===== config.mk =====
export PLATFORM = sky130hd
export DESIGN_NAME = nas_vid_gen_flat
export DESIGN_NICKNAME = d
export VERILOG_FILES = /design/src/rtl/nas_vid_gen_if.sv /design/src/rtl/nas_vid_gen.sv /design/src/flat_wrapper.sv
export SDC_FILE = /design/constraint.sdc
export NUM_CORES = 1
export LEC_CHECK = 0
export CORE_MARGIN = 2
export CORE_UTILIZATION = 55
export CTS_BUF_LIST = sky130_fd_sc_hd__clkbuf_8
export DETAILED_ROUTE_END_ITERATION = 10
export GPL_TIMING_DRIVEN = 0
export PLACE_DENSITY = 0.76
export SLEW_MARGIN = 10
export SYNTH_ARGS = -nofsm -noshare
export SYNTH_HDL_FRONTEND = slang
export SYNTH_SLANG_ARGS = --single-unit

===== constraint.sdc =====
create_clock -name clk -period 9.68 [get_ports clk]
set_clock_uncertainty 0.1 [all_clocks]
set_input_delay 1.936 -clock clk [delete_from_list [all_inputs] [get_ports clk]]
set_output_delay 1.936 -clock clk [all_outputs]
set_load 0.05 [all_outputs]

===== src/rtl/nas_vid_gen_if.sv =====
// rtl/nas_vid_gen_if.sv - video timing generator port bundle
interface nas_vid_gen_if #(
  parameter int ADDR_W = 10,
  parameter int TOP_W  = 4,
  parameter int SCAN_W = 4
);
  logic              mode_60hz;
  logic [TOP_W-1:0]  top_row;
  logic              vid_sync;
  logic              active_h;
  logic              active_v;
  logic              active;
  logic [ADDR_W-1:0] char_addr;
  logic [SCAN_W-1:0] scanline;
  logic              line_start;
  logic              frame_start;

  modport master (
    input  mode_60hz, top_row,
    output vid_sync, active_h, active_v, active, char_addr, scanline,
           line_start, frame_start
  );

  modport slave (
    output mode_60hz, top_row,
    input  vid_sync, active_h, active_v, active, char_addr, scanline,
           line_start, frame_start
  );
endinterface


===== src/rtl/nas_vid_gen.sv =====
// rtl/nas_vid_gen.sv - parametrised video timing and character-address generator
// Outputs are registered from the next counter state so they line up with it.
module nas_vid_gen #(
  parameter int DOTS_PER_CHAR  = 8,
  parameter int H_TOTAL        = 128,
  parameter int H_ACTIVE       = 48,
  parameter int H_SYNC_START   = 56,
  parameter int H_SYNC_LEN     = 9,
  parameter int ROWS           = 16,
  parameter int SCAN_PER_ROW   = 12,
  parameter int V_ACTIVE_START = 40,
  parameter int V_TOTAL_50     = 312,
  parameter int V_TOTAL_60     = 262,
  parameter int VS_START_50    = 276,
  parameter int VS_START_60    = 238,
  parameter int VS_LEN         = 3,
  parameter int ROW_STRIDE     = 64,
  parameter int ADDR_W         = 10
) (
  input  logic          clk,
  input  logic          reset,
  nas_vid_gen_if.master vid
);
  localparam int D_W       = (DOTS_PER_CHAR > 1) ? $clog2(DOTS_PER_CHAR) : 1;
  localparam int H_W       = (H_TOTAL > 1) ? $clog2(H_TOTAL) : 1;
  localparam int V_MAX     = (V_TOTAL_50 > V_TOTAL_60) ? V_TOTAL_50 : V_TOTAL_60;
  localparam int V_W       = (V_MAX > 1) ? $clog2(V_MAX) : 1;
  localparam int T_W       = (ROWS > 1) ? $clog2(ROWS) : 1;
  localparam int S_W       = (SCAN_PER_ROW > 1) ? $clog2(SCAN_PER_ROW) : 1;
  localparam int V_ACT_END = V_ACTIVE_START + ROWS * SCAN_PER_ROW;

  localparam logic [D_W-1:0] D_LAST   = D_W'(DOTS_PER_CHAR - 1);
  localparam logic [H_W-1:0] H_LAST   = H_W'(H_TOTAL - 1);
  localparam logic [S_W-1:0] S_LAST   = S_W'(SCAN_PER_ROW - 1);
  localparam logic [V_W-1:0] V50_LAST = V_W'(V_TOTAL_50 - 1);
  localparam logic [V_W-1:0] V60_LAST = V_W'(V_TOTAL_60 - 1);

  logic              r_run;
  logic [D_W-1:0]    r_d;
  logic [H_W-1:0]    r_h;
  logic [V_W-1:0]    r_v;
  logic [S_W-1:0]    r_s;
  logic [T_W-1:0]    r_r;
  logic              r_mode;
  logic [T_W-1:0]    r_top;

  logic              r_vid_sync;
  logic              r_active_h;
  logic              r_active_v;
  logic              r_active;
  logic [ADDR_W-1:0] r_char_addr;
  logic [S_W-1:0]    r_scanline;
  logic              r_line_start;
  logic              r_frame_start;

  logic              w_latch;
  logic              w_mode;
  logic [T_W-1:0]    w_top;
  logic [T_W-1:0]    w_top_eff;
  logic              w_d_wrap;
  logic              w_h_wrap;
  logic              w_v_wrap;
  logic              w_line_adv;
  logic [D_W-1:0]    w_d;
  logic [H_W-1:0]    w_h;
  logic [V_W-1:0]    w_v;
  logic [S_W-1:0]    w_s;
  logic [T_W-1:0]    w_r;
  logic              w_act_h;
  logic              w_act_v;
  logic              w_hsync;
  logic              w_vsync;
  logic [31:0]       w_vs_start;
  logic [31:0]       w_row_sum;
  logic [31:0]       w_mem_row;
  logic [ADDR_W-1:0] w_addr;

  always_comb begin
    w_latch    = r_run && (r_d == '0) && (r_h == '0) && (r_v == '0);
    w_mode     = w_latch ? vid.mode_60hz : r_mode;
    w_top      = w_latch ? vid.top_row : r_top;
    w_d_wrap   = (r_d == D_LAST);
    w_h_wrap   = (r_h == H_LAST);
    w_v_wrap   = (r_v == (r_mode ? V60_LAST : V50_LAST));
    w_line_adv = w_d_wrap && w_h_wrap;

    w_d = '0;
    w_h = '0;
    w_v = '0;
    w_s = '0;
    w_r = '0;
    // Before the first running edge the state is pinned at (0,0,0).
    if (r_run) begin
      w_d = w_d_wrap ? '0 : r_d + D_W'(1);
      w_h = r_h;
      if (w_d_wrap) begin
        w_h = w_h_wrap ? '0 : r_h + H_W'(1);
      end
      w_v = r_v;
      w_s = r_s;
      w_r = r_r;
      if (w_line_adv) begin
        w_v = w_v_wrap ? '0 : r_v + V_W'(1);
        w_s = '0;
        w_r = '0;
        if ((32'(w_v) > V_ACTIVE_START) && (32'(w_v) < V_ACT_END)) begin
          if (r_s == S_LAST) begin
            w_r = r_r + T_W'(1);
          end else begin
            w_s = r_s + S_W'(1);
            w_r = r_r;
          end
        end
      end
    end

    w_act_h    = (32'(w_h) < H_ACTIVE);
    w_act_v    = (32'(w_v) >= V_ACTIVE_START) && (32'(w_v) < V_ACT_END);
    w_hsync    = (32'(w_h) >= H_SYNC_START) && (32'(w_h) < H_SYNC_START + H_SYNC_LEN);
    w_vs_start = w_mode ? 32'(VS_START_60) : 32'(VS_START_50);
    w_vsync    = (32'(w_v) >= w_vs_start) && (32'(w_v) < w_vs_start + VS_LEN);

    // Out-of-range scroll values fall back to no rotation.
    w_top_eff  = (32'(w_top) < ROWS) ? w_top : '0;
    w_row_sum  = 32'(w_r) + 32'(w_top_eff);
    w_mem_row  = (w_row_sum >= ROWS) ? (w_row_sum - ROWS) : w_row_sum;
    w_addr     = (w_act_h && w_act_v) ? ADDR_W'(w_mem_row * ROW_STRIDE + 32'(w_h)) : '0;
  end

  always_ff @(posedge clk) begin
    if (reset) begin
      r_run         <= 1'b0;
      r_d           <= '0;
      r_h           <= '0;
      r_v           <= '0;
      r_s           <= '0;
      r_r           <= '0;
      r_mode        <= 1'b0;
      r_top         <= '0;
      r_vid_sync    <= 1'b1;
      r_active_h    <= 1'b0;
      r_active_v    <= 1'b0;
      r_active      <= 1'b0;
      r_char_addr   <= '0;
      r_scanline    <= '0;
      r_line_start  <= 1'b0;
      r_frame_start <= 1'b0;
    end else begin
      r_run <= 1'b1;
      r_d   <= w_d;
      r_h   <= w_h;
      r_v   <= w_v;
      r_s   <= w_s;
      r_r   <= w_r;
      if (w_latch) begin
        r_mode <= vid.mode_60hz;
        r_top  <= vid.top_row;
      end
      r_vid_sync    <= ~(w_hsync ^ w_vsync);
      r_active_h    <= w_act_h;
      r_active_v    <= w_act_v;
      r_active      <= w_act_h && w_act_v;
      r_char_addr   <= w_addr;
      r_scanline    <= w_act_v ? w_s : '0;
      r_line_start  <= (w_d == '0) && (w_h == '0);
      r_frame_start <= (w_d == '0) && (w_h == '0) && (w_v == '0);
    end
  end

  assign vid.vid_sync    = r_vid_sync;
  assign vid.active_h    = r_active_h;
  assign vid.active_v    = r_active_v;
  assign vid.active      = r_active;
  assign vid.char_addr   = r_char_addr;
  assign vid.scanline    = r_scanline;
  assign vid.line_start  = r_line_start;
  assign vid.frame_start = r_frame_start;
endmodule


===== src/flat_wrapper.sv =====
// flat-port wrapper written by rule: the top's interface ports become plain ports
module nas_vid_gen_flat 
#(
  parameter int DOTS_PER_CHAR  = 8,
  parameter int H_TOTAL        = 128,
  parameter int H_ACTIVE       = 48,
  parameter int H_SYNC_START   = 56,
  parameter int H_SYNC_LEN     = 9,
  parameter int ROWS           = 16,
  parameter int SCAN_PER_ROW   = 12,
  parameter int V_ACTIVE_START = 40,
  parameter int V_TOTAL_50     = 312,
  parameter int V_TOTAL_60     = 262,
  parameter int VS_START_50    = 276,
  parameter int VS_START_60    = 238,
  parameter int VS_LEN         = 3,
  parameter int ROW_STRIDE     = 64,
  parameter int ADDR_W         = 10
)
  (clk, reset, vid_mode_60hz, vid_top_row, vid_vid_sync, vid_active_h, vid_active_v, vid_active, vid_char_addr, vid_scanline, vid_line_start, vid_frame_start);
  nas_vid_gen_if #(.ADDR_W(ADDR_W), .TOP_W(2), .SCAN_W(2)) vid_i ();
  input  logic clk;
  input  logic reset;
  input wire logic [$bits(vid_i.mode_60hz)-1:0] vid_mode_60hz;
  input wire logic [$bits(vid_i.top_row)-1:0] vid_top_row;
  output wire logic [$bits(vid_i.vid_sync)-1:0] vid_vid_sync;
  output wire logic [$bits(vid_i.active_h)-1:0] vid_active_h;
  output wire logic [$bits(vid_i.active_v)-1:0] vid_active_v;
  output wire logic [$bits(vid_i.active)-1:0] vid_active;
  output wire logic [$bits(vid_i.char_addr)-1:0] vid_char_addr;
  output wire logic [$bits(vid_i.scanline)-1:0] vid_scanline;
  output wire logic [$bits(vid_i.line_start)-1:0] vid_line_start;
  output wire logic [$bits(vid_i.frame_start)-1:0] vid_frame_start;
  assign vid_i.mode_60hz = vid_mode_60hz;
  assign vid_i.top_row = vid_top_row;
  assign vid_vid_sync = vid_i.vid_sync;
  assign vid_active_h = vid_i.active_h;
  assign vid_active_v = vid_i.active_v;
  assign vid_active = vid_i.active;
  assign vid_char_addr = vid_i.char_addr;
  assign vid_scanline = vid_i.scanline;
  assign vid_line_start = vid_i.line_start;
  assign vid_frame_start = vid_i.frame_start;
  nas_vid_gen #(.DOTS_PER_CHAR(DOTS_PER_CHAR), .H_TOTAL(H_TOTAL), .H_ACTIVE(H_ACTIVE), .H_SYNC_START(H_SYNC_START), .H_SYNC_LEN(H_SYNC_LEN), .ROWS(ROWS), .SCAN_PER_ROW(SCAN_PER_ROW), .V_ACTIVE_START(V_ACTIVE_START), .V_TOTAL_50(V_TOTAL_50), .V_TOTAL_60(V_TOTAL_60), .VS_START_50(VS_START_50), .VS_START_60(VS_START_60), .VS_LEN(VS_LEN), .ROW_STRIDE(ROW_STRIDE), .ADDR_W(ADDR_W)) u_core (.clk(clk), .reset(reset), .vid(vid_i));
endmodule

==> Flow_metrics.wiki <==
=== Synthesis and place and route ===
{| class="wikitable"
! Metric !! Value
|-
| Seq. cell area || 1021 um^2
|-
| Starting DRT DRC Count || 284
|-
| Gate Area || 1794 um^2
|-
| Crit-path cells || ha_1 > buf_2 > nand3_1 > or4b_2 > a21oi_1 > o22ai_1 > a21oi_1 > nand2b_1 > nor2_1 > ha_1 > inv_1 > fa_1 > inv_1 > a2bb2oi_1 > a221oi_1 > xor2_1 > or3_1 > a21oi_1
|-
| Yosys warning count || 0
|-
| CTS tree || built
|-
| Post-placement worst setup slack || 5126 ps
|-
| Final antenna diode count || 0
|-
| Max FO, Critical Path || 10
|-
| Area of the die || 6065 um^2
|-
| Result of the run || completed
|-
| Distinct lib cells || 59
|-
| HPWL Detailed || 5.431 mm
|-
| Average size of a mapped cell || 8.361 um^2
|-
| CP Class || reg2reg
|-
| Quantity of gates resized following cts || 0
|-
| Data required time at the worst endpoint || 9810 ps
|-
| Arrival time at the worst endpoint || 4690 ps
|-
| Via count || 2,734
|-
| Largest vdd supply drop || 0.08676 mV
|-
| Synthesis-to-finish area growth || 14.80%
|-
| Final nets || 417
|-
| Power per standard cell area || 120.5 nW/um^2
|-
| Clk buf depth || 2
|-
| Gr ovfl total || 0
|}
-- state kept, by name (all words and copies together), names as in the netlist --
register                cells
u_core.r_d                  3
u_core.r_h                  7
u_core.r_mode               1
u_core.r_r                  4
u_core.r_run                1
u_core.r_s                  4
u_core.r_scanline           2
u_core.r_top                4
u_core.r_v                  9
u_core.vid.active           1
u_core.vid.active_h         1
u_core.vid.active_v         1
u_core.vid.char_addr       10
u_core.vid.frame_start      1
u_core.vid.line_start       1
u_core.vid.vid_sync         1
-- stage by stage --
step	cells	area, um^2	hold WS (ps)
after floorplan	359	3002	350.0
after global placement	451	3309	367.7
after detailed placement	451	3309	380.1
after global routing	459	3446	436.0
after CTS	459	3446	394.6
final	459	3446	395.6
-- cell type report --
cell class                 instances  area share (%)
sequential                        51           29.63
tap                               70           2.542
buffer                            16           2.469
multi-input combinational        265           52.07
clock inverter                     3           1.961
timing repair buffer              22           6.391
inverter                          27           2.941
clock buffer                       5           1.997
-- logic make-up (layout without fill, tap and decap cells) --
kind of cell,after synthesis,after routing,synth area share [%]
buffers and inverters,43,73,6.211
XOR/XNOR,15,15,4.377
AND/OR/NAND/NOR,162,162,29.10
multiplexers,8,8,2.793
AND-OR/OR-AND,56,56,13.26
adder cells (fa/ha/maj),24,24,10.25
flip-flops,51,51,34.01
-- power by group --
group          internal, mW  switching (mW)  leakage [nW]  total (mW)
logic               0.00975          0.0176         0.953      0.0274
registers             0.212         0.00122         0.413       0.213
clock network         0.103          0.0718        0.0644       0.175
total                 0.325          0.0906          1.43       0.415
-- path summary, 6_finish.rpt --
path / from / endpoint / slack [ps] / depth (start not counted)
worst max-delay path: u_core.r_v[1] / u_core.vid.char_addr[9] / 5120 / 18
worst min-delay path: u_core.r_top[3] / u_core.r_top[3] / 400 / 2
worst max register to register: u_core.r_v[1] / u_core.vid.char_addr[9] / 5120 / 18
worst min register to register: u_core.r_top[3] / u_core.r_top[3] / 400 / 2
-- critical path: cells and delay by family (launching register included) --
family / cells / cell delay, ps
fa+ha+maj: 3 / 780
flops: 1 / 360
xor+xnor: 1 / 120
buf+inv: 3 / 370
compound gates: 6 / 1170
simple gates: 5 / 1590
-- layer usage --
metal	wire (um)	part of all wire, %	up-vias	GRT usage [%]
met1	3343	47	1292	35.98
met4	113	1.6	0	8.214
met3	382	5.3	10	3.605
met2	3324	46	102	40.17
met5	0	0	-	0
li1	-	-	1330	-
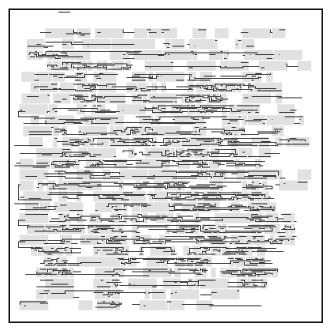
(images/met1.png)
Drawn at 4 px/um.
longest straight run: 32.7 um
wire length on this layer: 3,340 um

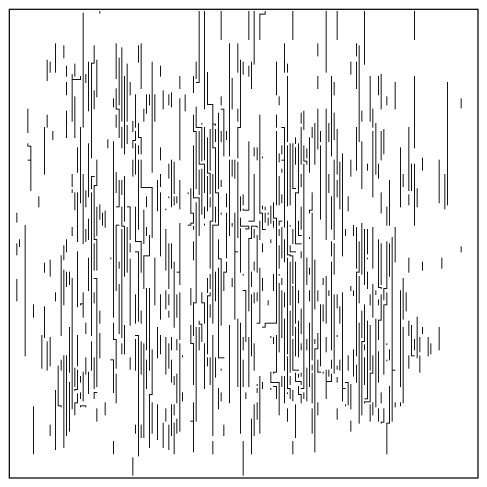
(images/met2.png)
Drawn at 6 px/um.
share of all routed wire: 46%
wire length on this layer: 3,320 um
longest straight run: 37.4 um

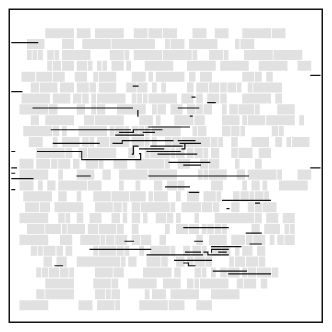
(images/met3.png)
Drawn at 4 px/um.
main direction: horizontal
share of all routed wire: 5.3%
nets with wire on the layer: 47
longest straight run: 24.8 um
wire length on this layer: 382 um

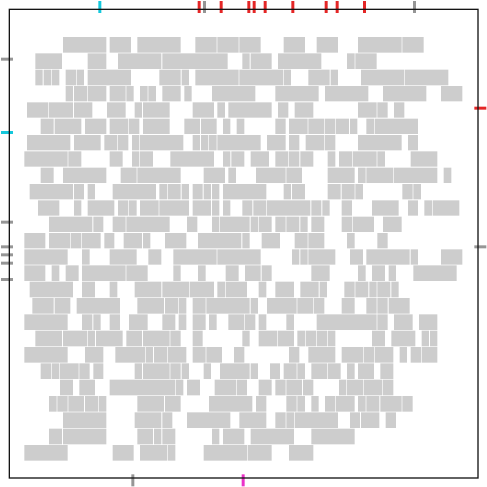
(images/pins.png)
Drawn at 6 px/um. Pins as bars across the die edge, other pins in gray.
| port | color | pins | direction | edge |
|---|---|---|---|---|
| vid_char_addr | red | 10 | output | 9 north, 1 east |
| vid_top_row | cyan | 2 | input | 1 west, 1 north |
| vid_frame_start | magenta | 1 | output | south |
all pins by edge: 12 north, 7 west, 2 east, 2 south

No activity file was given, so power comes from the tool's default toggle rates.
